==> config.mk <==
export PLATFORM = sky130hd
export DESIGN_NAME = lsu_mem_master
export DESIGN_NICKNAME = d
export VERILOG_FILES = /design/src/rtl/lsu_mem_master_pkg.sv /design/src/rtl/lsu_align.sv /design/src/rtl/lsu_mem_master.sv
export SDC_FILE = /design/constraint.sdc
export NUM_CORES = 1
export LEC_CHECK = 0
export CELL_PAD_IN_SITES_DETAIL_PLACEMENT = 0
export CELL_PAD_IN_SITES_GLOBAL_PLACEMENT = 2
export CORE_UTILIZATION = 27
export CTS_CLUSTER_DIAMETER = 200
export DETAILED_ROUTE_END_ITERATION = 10
export PLACE_DENSITY = 0.94
export SYNTH_ARGS = -nofsm -noshare
export SYNTH_HDL_FRONTEND = slang
export SYNTH_SLANG_ARGS = --single-unit
==> constraint.sdc <==
create_clock -name clk -period 6.6 [get_ports clk]
set_clock_uncertainty 0.2 [all_clocks]
set_input_delay 1.32 -clock clk [delete_from_list [all_inputs] [get_ports clk]]
set_output_delay 1.32 -clock clk [all_outputs]
set_load 0.05 [all_outputs]
Run 1, metal 2:
Scale: 2 px per µm.
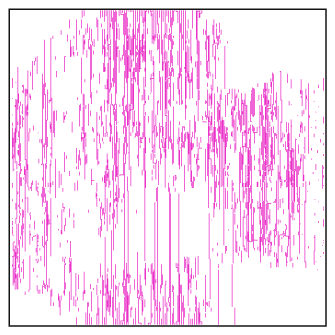
nets with wire on the layer	837
longest straight run	72.4 µm
wire length on this layer	10400 µm
main direction	vertical
DRT Wirelength: 22910 µm
grt met2 use: 29.39%
via count: 6214

Run 1, signal wires by layer:
Scale: 2 px per µm.
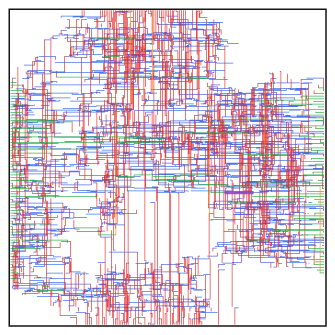
layer	colour	wire length
met5	purple	12.9 µm
met4	orange	297 µm
met1	blue	10300 µm
met3	green	1900 µm
met2	red	10400 µm
drt wl/cell: 17.42 µm
gr usage total: 18.67%

Run 1, the clock network:
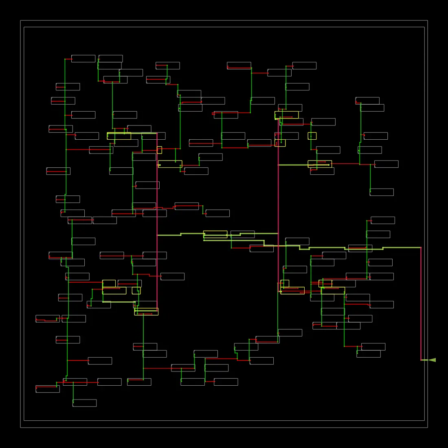
cts bufs inserted: 9
Flops: 110
CTS Sinks: 110
clk ins delay skew pair: 370 ps
# clk buffers: 11

Run 1, PDN straps and rails:
Scale: 2 px per µm. Pins as bars on the die edge. Tap cells in grey.
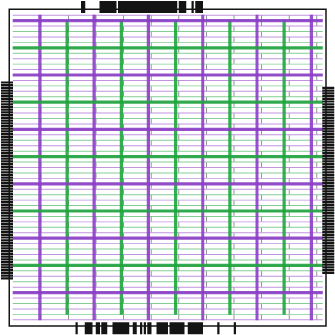
net	colour
VDD	green
VSS	purple
tap cells	319
met1 rails	57
rows	56
met4 straps	11
met5 straps	11
VDD IR max: 0.0002012 V
Die H: 157.6 µm
Placeable Area: 23610 µm²

==> results.tsv, run 1 <==
metric	value	unit
status	finished, final reports clean	
cp_top_family	buffers and inverters	
n_all_buffers	253	
fmax	0.1854	GHz
path_max_fanout	16	
dieArea	24840	µm²
io_pins	243	
p_comb_share	58.2	%
drc	0	
taps	319	
r2r_cells	6	
synth_warnings	0	
seq_area	2753	µm²
yosys.cell_count.top_type	nand2_1	
p_seq	1.28	mW
cts_root_buf	clkbuf_16	
cts_resized	0	
topCombFamilyByArea	simple AND/OR/NAND/NOR gates	
p_leak	4.329	nW
ff2ff_setup_slack	3330	ps
fin_area	9485	µm²
rows	56	
dpl-instance-area	9190	µm²
start_kind	primary input	
pre_cts_slack	1202	ps
cellPowerDensity	461.5	nW/µm²
internal_power	2.152	mW
ys_sh_mux	4.822	%
final_cell_mix	nand2_1 (256), clkdlybuf4s50_1 (239), dfrtp_1 (110)	
p_comb	2.55	mW
topCellsByArea	dfrtp_1 (42%), nand2_1 (15%), and2_1 (7.0%)	
initCoreUtil	27.69	%
fp_nets	889	
overflow	0	
antenna_found_initial	1	
path_cells	clkdlybuf4s50_1 > nor2_1 > a21oi_2 > o22ai_1 > nor2_1 > clkdlybuf4s50_1	
route.met3.wl	1895	µm
p_clk_share	12.7	%
nMultiInputCombCells	613	
simple_gate_share	34.77	%
fill_cells	2419	
Run 1, metal 3:
Scale: 2 px per µm. Cells faint in the background.
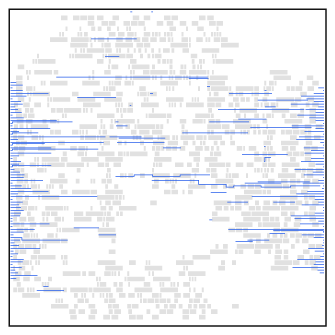

==> inputs of run 2 (changes only) <==
Settings changed: CORE_UTILIZATION 27 to 25, PLACE_DENSITY 0.94 to 0.89.
Clock period 6.6 ns to 5.6 ns, I/O delays scaled along.
Run 2, metal 3:
Scale: 1.5 px per µm. Cells faint in the background.
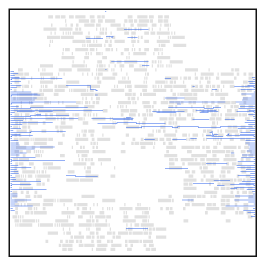
main direction	horizontal
share of all routed wire	8.0%
longest straight run	61.4 µm
wire length on this layer	1920 µm
nets with wire on the layer	173
via count: 6335
GR Util met3: 5.051%
DRT Wirelength: 23930 µm

Run 2, metal 2:
Scale: 1.5 px per µm.
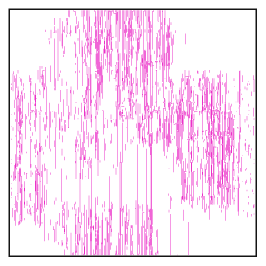
longest straight run	73.6 µm
nets with wire on the layer	863
grt met2 use: 28.66%

==> results.tsv, run 2 <==
metric	value	unit	change
topCombFamilyByArea	simple AND/OR/NAND/NOR gates		
overflow	0		unchanged
fmax	0.2129	GHz	
pre_cts_slack	950.7	ps	-251.6 ps
drc	0		unchanged
clock_buffers	10		-1
clock_sinks	110		unchanged
dieHeight	163.7	µm	+3.9%
status	finished, final reports clean		
cts_root_buf	clkbuf_16		
internal_power	2.793	mW	+30%
topCellsByArea	dfrtp_1 (42%), nand2_1 (15%), and2_1 (7.0%)		
seq_cells	110		unchanged
p_seq	1.48	mW	+20%
start_kind	primary input		
fp_nets	889		unchanged
path_max_fanout	13		-3
r2r_cells	5		-1
taps	330		+3.4%
dieArea	26810	µm²	+7.9%
n_all_buffers	255		+0.79%
simple_gate_share	34.77	%	unchanged
seq_area	2753	µm²	unchanged
final_cell_mix	nand2_1 (256), clkdlybuf4s50_1 (181), dfrtp_1 (110)		
antenna_found_initial	2		+1
initCoreUtil	25.74	%	-1.9 points
nMultiInputCombCells	613		unchanged
p_comb	3.33	mW	+31%
dpl-instance-area	9687	µm²	+5.4%
Run 2, signal wires by layer:
Scale: 2 px per µm.
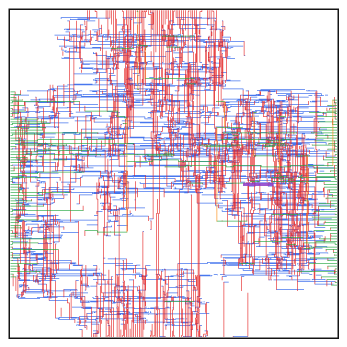
layer	colour	wire length
met2	red	11100 µm
met5	purple	13.8 µm
met1	blue	10600 µm
met4	orange	302 µm
met3	green	1920 µm
gr usage total: 17.74%
drt wl/cell: 18.01 µm

